**config.mk**
```make
export PLATFORM = sky130hd
export DESIGN_NAME = alu_op_sequencer
export DESIGN_NICKNAME = d
export VERILOG_FILES = /design/src/rtl/alu_seq_pkg.sv /design/src/rtl/alu_op_decode.sv /design/src/rtl/alu_op_sequencer.sv
export SDC_FILE = /design/constraint.sdc
export NUM_CORES = 1
export LEC_CHECK = 0
export CAP_MARGIN = 20
export CELL_PAD_IN_SITES_DETAIL_PLACEMENT = 1
export CELL_PAD_IN_SITES_GLOBAL_PLACEMENT = 2
export CORE_MARGIN = 5
export CORE_UTILIZATION = 24
export DETAILED_ROUTE_END_ITERATION = 8
export GPL_TIMING_DRIVEN = 0
export PLACE_DENSITY_LB_ADDON = 0.1
export SKIP_CTS_REPAIR_TIMING = 1
export SYNTH_ARGS = -nofsm -noshare
export SYNTH_HDL_FRONTEND = slang
export SYNTH_HIERARCHICAL = 1
export SYNTH_SLANG_ARGS = --single-unit
export TNS_END_PERCENT = 1
```
**constraint.sdc**
```tcl
create_clock -name clk -period 3.7 [get_ports clk]
set_clock_uncertainty 0.2 [all_clocks]
set_input_delay 0.555 -clock clk [delete_from_list [all_inputs] [get_ports clk]]
set_output_delay 0.555 -clock clk [all_outputs]
set_load 0.02 [all_outputs]
```
**src/rtl/alu_seq_pkg.sv**
```systemverilog
// Shared constants for the ALU operation sequencer: opcodes, strobe bit
// positions, instruction classes and FSM states.
package alu_seq_pkg;

  localparam int unsigned OPC_W = 5;

  // ALU instruction codes handled by this block
  localparam logic [OPC_W-1:0] OP_ADD  = 5'h00;
  localparam logic [OPC_W-1:0] OP_SUB  = 5'h01;
  localparam logic [OPC_W-1:0] OP_AND  = 5'h02;
  localparam logic [OPC_W-1:0] OP_OR   = 5'h03;
  localparam logic [OPC_W-1:0] OP_SHR  = 5'h04;
  localparam logic [OPC_W-1:0] OP_SHRA = 5'h05;
  localparam logic [OPC_W-1:0] OP_SHL  = 5'h06;
  localparam logic [OPC_W-1:0] OP_ROR  = 5'h07;
  localparam logic [OPC_W-1:0] OP_ROL  = 5'h08;
  localparam logic [OPC_W-1:0] OP_NEG  = 5'h09;
  localparam logic [OPC_W-1:0] OP_NOT  = 5'h0A;
  localparam logic [OPC_W-1:0] OP_MUL  = 5'h0B;
  localparam logic [OPC_W-1:0] OP_DIV  = 5'h0C;

  // Bit positions inside the one-hot alu_op strobe
  localparam int unsigned BIT_ADD    = 0;
  localparam int unsigned BIT_SUB    = 1;
  localparam int unsigned BIT_AND    = 2;
  localparam int unsigned BIT_OR     = 3;
  localparam int unsigned BIT_SHR    = 4;
  localparam int unsigned BIT_SHRA   = 5;
  localparam int unsigned BIT_SHL    = 6;
  localparam int unsigned BIT_ROR    = 7;
  localparam int unsigned BIT_ROL    = 8;
  localparam int unsigned BIT_NEG    = 9;
  localparam int unsigned BIT_NOT    = 10;
  localparam int unsigned BIT_MUL    = 11;
  localparam int unsigned BIT_DIV    = 12;
  localparam int unsigned BIT_INCPC  = 13;  // owned by the fetch sequencer
  localparam int unsigned BIT_BRANCH = 14;  // owned by the fetch sequencer

  typedef enum logic [1:0] {
    CLS_BINARY,
    CLS_UNARY,
    CLS_WIDE
  } op_class_e;

  typedef enum logic [2:0] {
    S_IDLE,
    S_T_Y,
    S_T_OP,
    S_T_ZLO,
    S_T_ZHI,
    S_DONE,
    S_ERR
  } state_e;

endpackage

```
**src/rtl/alu_op_decode.sv**
```systemverilog
// Combinational opcode decoder: one-hot ALU strobe, instruction class, legality.
import alu_seq_pkg::*;

module alu_op_decode #(
  parameter int unsigned N_OPS = 15
) (
  input  logic [OPC_W-1:0] opcode,
  output logic [N_OPS-1:0] alu_op,
  output op_class_e        op_class,
  output logic             legal
);

  // Map each legal opcode to its strobe bit and class; anything else is illegal
  always_comb begin
    alu_op   = '0;
    op_class = CLS_BINARY;
    legal    = 1'b1;
    case (opcode)
      OP_ADD:  alu_op[BIT_ADD]  = 1'b1;
      OP_SUB:  alu_op[BIT_SUB]  = 1'b1;
      OP_AND:  alu_op[BIT_AND]  = 1'b1;
      OP_OR:   alu_op[BIT_OR]   = 1'b1;
      OP_SHR:  alu_op[BIT_SHR]  = 1'b1;
      OP_SHRA: alu_op[BIT_SHRA] = 1'b1;
      OP_SHL:  alu_op[BIT_SHL]  = 1'b1;
      OP_ROR:  alu_op[BIT_ROR]  = 1'b1;
      OP_ROL:  alu_op[BIT_ROL]  = 1'b1;
      OP_NEG:  begin alu_op[BIT_NEG] = 1'b1; op_class = CLS_UNARY; end
      OP_NOT:  begin alu_op[BIT_NOT] = 1'b1; op_class = CLS_UNARY; end
      OP_MUL:  begin alu_op[BIT_MUL] = 1'b1; op_class = CLS_WIDE;  end
      OP_DIV:  begin alu_op[BIT_DIV] = 1'b1; op_class = CLS_WIDE;  end
      default: legal = 1'b0;
    endcase
  end

endmodule

```
**src/rtl/alu_op_sequencer.sv**
```systemverilog
// Moore control sequencer that steps one ALU instruction through the
// Y / OP / Z-low / Z-high datapath phases.
import alu_seq_pkg::*;

module alu_op_sequencer #(
  parameter int unsigned N_OPS = 15
) (
  input  logic             clk,
  input  logic             clr,
  input  logic             start,
  input  logic [OPC_W-1:0] opcode,
  output logic             busy,
  output logic             done,
  output logic             err,
  output logic [N_OPS-1:0] alu_op,
  output logic             gra,
  output logic             grb,
  output logic             grc,
  output logic             rout,
  output logic             rin,
  output logic             yin,
  output logic             zin,
  output logic             zlowout,
  output logic             zhighout,
  output logic             loin,
  output logic             hiin
);

  state_e           r_state;
  state_e           w_next;
  logic [OPC_W-1:0] r_opcode;
  logic [OPC_W-1:0] w_dec_in;
  logic [N_OPS-1:0] w_dec_op;
  op_class_e        w_class;
  logic             w_legal;

  // One decoder serves both the IDLE legality check (live opcode) and the
  // later phases (latched opcode); IDLE drives no outputs, so they stay Moore.
  assign w_dec_in = (r_state == S_IDLE) ? opcode : r_opcode;

  alu_op_decode #(.N_OPS(N_OPS)) u_decode (
    .opcode   (w_dec_in),
    .alu_op   (w_dec_op),
    .op_class (w_class),
    .legal    (w_legal)
  );

  // State register and opcode latch; clr forces IDLE at once
  always_ff @(posedge clk or negedge clr) begin
    if (!clr) begin
      r_state  <= S_IDLE;
      r_opcode <= '0;
    end else begin
      r_state <= w_next;
      if (r_state == S_IDLE && start) r_opcode <= opcode;
    end
  end

  // Next-state selection
  always_comb begin
    w_next = S_IDLE;
    case (r_state)
      S_IDLE:  w_next = start ? (w_legal ? S_T_Y : S_ERR) : S_IDLE;
      S_T_Y:   w_next = S_T_OP;
      S_T_OP:  w_next = S_T_ZLO;
      S_T_ZLO: w_next = (w_class == CLS_WIDE) ? S_T_ZHI : S_DONE;
      S_T_ZHI: w_next = S_DONE;
      S_DONE:  w_next = S_IDLE;
      S_ERR:   w_next = S_IDLE;
      default: w_next = S_IDLE;
    endcase
  end

  // Output decode from registered state and latched opcode class
  always_comb begin
    busy     = 1'b0;
    done     = 1'b0;
    err      = 1'b0;
    alu_op   = '0;
    gra      = 1'b0;
    grb      = 1'b0;
    grc      = 1'b0;
    rout     = 1'b0;
    rin      = 1'b0;
    yin      = 1'b0;
    zin      = 1'b0;
    zlowout  = 1'b0;
    zhighout = 1'b0;
    loin     = 1'b0;
    hiin     = 1'b0;
    case (r_state)
      S_IDLE: ;
      S_T_Y: begin
        busy = 1'b1;
        rout = 1'b1;
        yin  = 1'b1;
        if (w_class == CLS_WIDE) gra = 1'b1;
        else                     grb = 1'b1;
      end
      S_T_OP: begin
        busy   = 1'b1;
        alu_op = w_dec_op;
        zin    = 1'b1;
        case (w_class)
          CLS_BINARY: begin grc = 1'b1; rout = 1'b1; end
          CLS_WIDE:   begin grb = 1'b1; rout = 1'b1; end
          default: ;
        endcase
      end
      S_T_ZLO: begin
        busy    = 1'b1;
        zlowout = 1'b1;
        if (w_class == CLS_WIDE) loin = 1'b1;
        else begin
          gra = 1'b1;
          rin = 1'b1;
        end
      end
      S_T_ZHI: begin
        busy     = 1'b1;
        zhighout = 1'b1;
        hiin     = 1'b1;
      end
      S_DONE: begin
        busy = 1'b1;
        done = 1'b1;
      end
      S_ERR: begin
        busy = 1'b1;
        err  = 1'b1;
      end
      default: ;
    endcase
  end

endmodule

```
### Supply network

Pins as bars on the die edge.
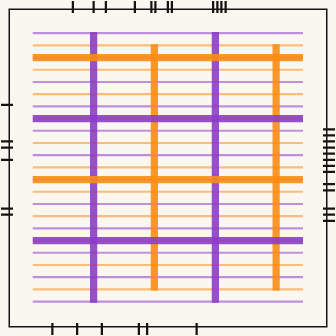
| net | colour |
|---|---|
| VSS | purple |
| VDD | orange |
met5 straps: 4
met1 rails: 23
vertical die dimension: 70.5 um
worst supply voltage drop on vdd: 0.292 mV
Horiz. Die Dim: 70.5 um

### Placement by cell class

Scale bar: 20 um.
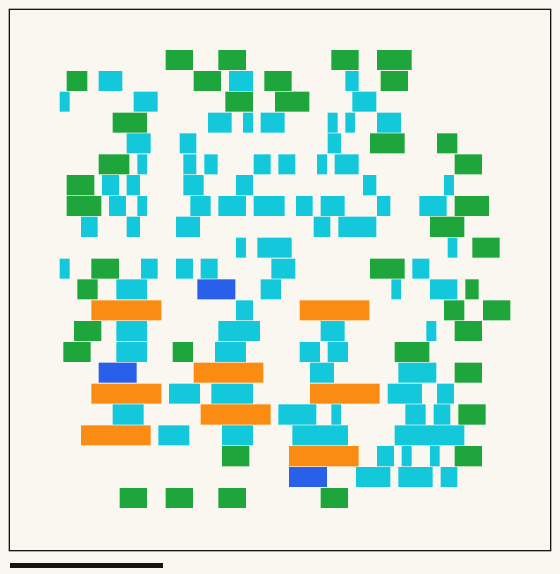
| class | colour | cells |
|---|---|---|
| other buffers and delay cells | green | 39 |
| all other logic | cyan | 85 |
| flip-flops | orange | 8 |
| cells driving clock nets | blue | 3 |
core region area: 3610 um2
share of the final layout cell area in sequential cells: 14.5%

-- metal layers --
layer  up-vias  GRT usage [%]  routed length [um]
met4         0           4.47                  51
met1       387           12.0                1100
met3         5           3.88                 120
met2        24           16.2                1210
met5         -              0                   0
li1        402              -                   -
-- stage by stage --
| stage | std cells | hold slack [ns] | worst slack, ns |
|---|---|---|---|
| after CTS | 183 | 0.303 | -0.754 |
| final | 183 | 0.304 | 0.00146 |
| after floorplan | 98 | 0.0594 | 0.225 |
| after global routing | 183 | 0.325 | -0.0908 |
| after global placement | 180 | 0.285 | -0.421 |
| after detailed placement | 180 | 0.294 | -0.466 |
-- final cells by class --
| type | count | area (um2) |
|---|---|---|
| fill | 417 | 2230 |
| multi-input combinational | 76 | 642 |
| timing repair buffer | 34 | 355 |
| sequential | 8 | 200 |
| tap | 48 | 60.1 |
| clock buffer | 3 | 41.3 |
| buffer | 5 | 41.3 |
| inverter | 9 | 36.3 |
-- critical path, cell delays in order (launching register included) --
cell                              delay, ns
sky130_fd_sc_hd__dfrtp_1               0.40
sky130_fd_sc_hd__inv_2                 0.09
sky130_fd_sc_hd__ha_4                  0.16
sky130_fd_sc_hd__nor2b_4               0.23
sky130_fd_sc_hd__mux2_2                0.44
sky130_fd_sc_hd__or3b_4                0.46
sky130_fd_sc_hd__nor3_1                0.17
sky130_fd_sc_hd__and2_4                0.16
sky130_fd_sc_hd__clkdlybuf4s50_1       0.60
-- sequential cells by signal (all words and copies together), names as in the netlist --
register,cells
r_opcode,5
r_state,3
-- cells by family after synthesis --
logic type,Yosys count,synth area share [%]
mux,12,15.1
other cells,1,0.428
buf+inv,14,8.85
flops,8,22.8
simple gates,51,41.1
fa+ha+maj,4,5.71
compound gates,7,5.99
==> flow_metrics.tcl <==
# flow metrics
set metrics [dict create \
    internal_power_mw 0.596 \
    final-setup-viol-count 0 \
    layout.cells.most_common "sky130_fd_sc_hd__clkdlybuf4s50_1" \
    synthesis.yosys.warnings 6 \
    power.sequential.fraction_pct 14.8 \
    edf_count 0 \
    setup_repair_after_global_routing_missed_its_margin "yes" \
    hold_path_depth 1 \
    post-layout-total-power_mw 1.13 \
    post-route-util_pct 38.2 \
    run_status "finished, final reports clean" \
    post-route-cell-area_um2 1380 \
    detailedRoute.firstIterationViolations 13 \
    track_usage_pct 10.2 \
    clock-sinks 8 \
    drt-wirelength-per-cell_um 13.5 \
    netSwitchingPower_mw 0.535 \
    syn_avg_cell_area_um2 9.04 \
    netlist.top_cell.by_instances "sky130_fd_sc_hd__mux2_2" \
    antenna_found_initial 0 \
    clock_tree.buffer_depth 2 \
    netSwitchingFraction_pct 47.3 \
    power.share.clock_pct 9.4 \
    finalHoldViolations 0 \
    power_consumed_by_sequential_cells_mw 0.167 \
    cap_violations 0 \
    via_count_of_the_first_global_routing_pass 859 \
    critPathArrivalTime_ns 2.94 \
    fin_nets 149 \
    antenna_violating_nets_post_route 0 \
    dp.final_hpwl_um 1900 \
    clock_power_mw 0.106 \
    chip_area_um2 4960 \
    antennaDiodeCount 0 \
    areaGrowthSynthToFinish_pct 56.9 \
]
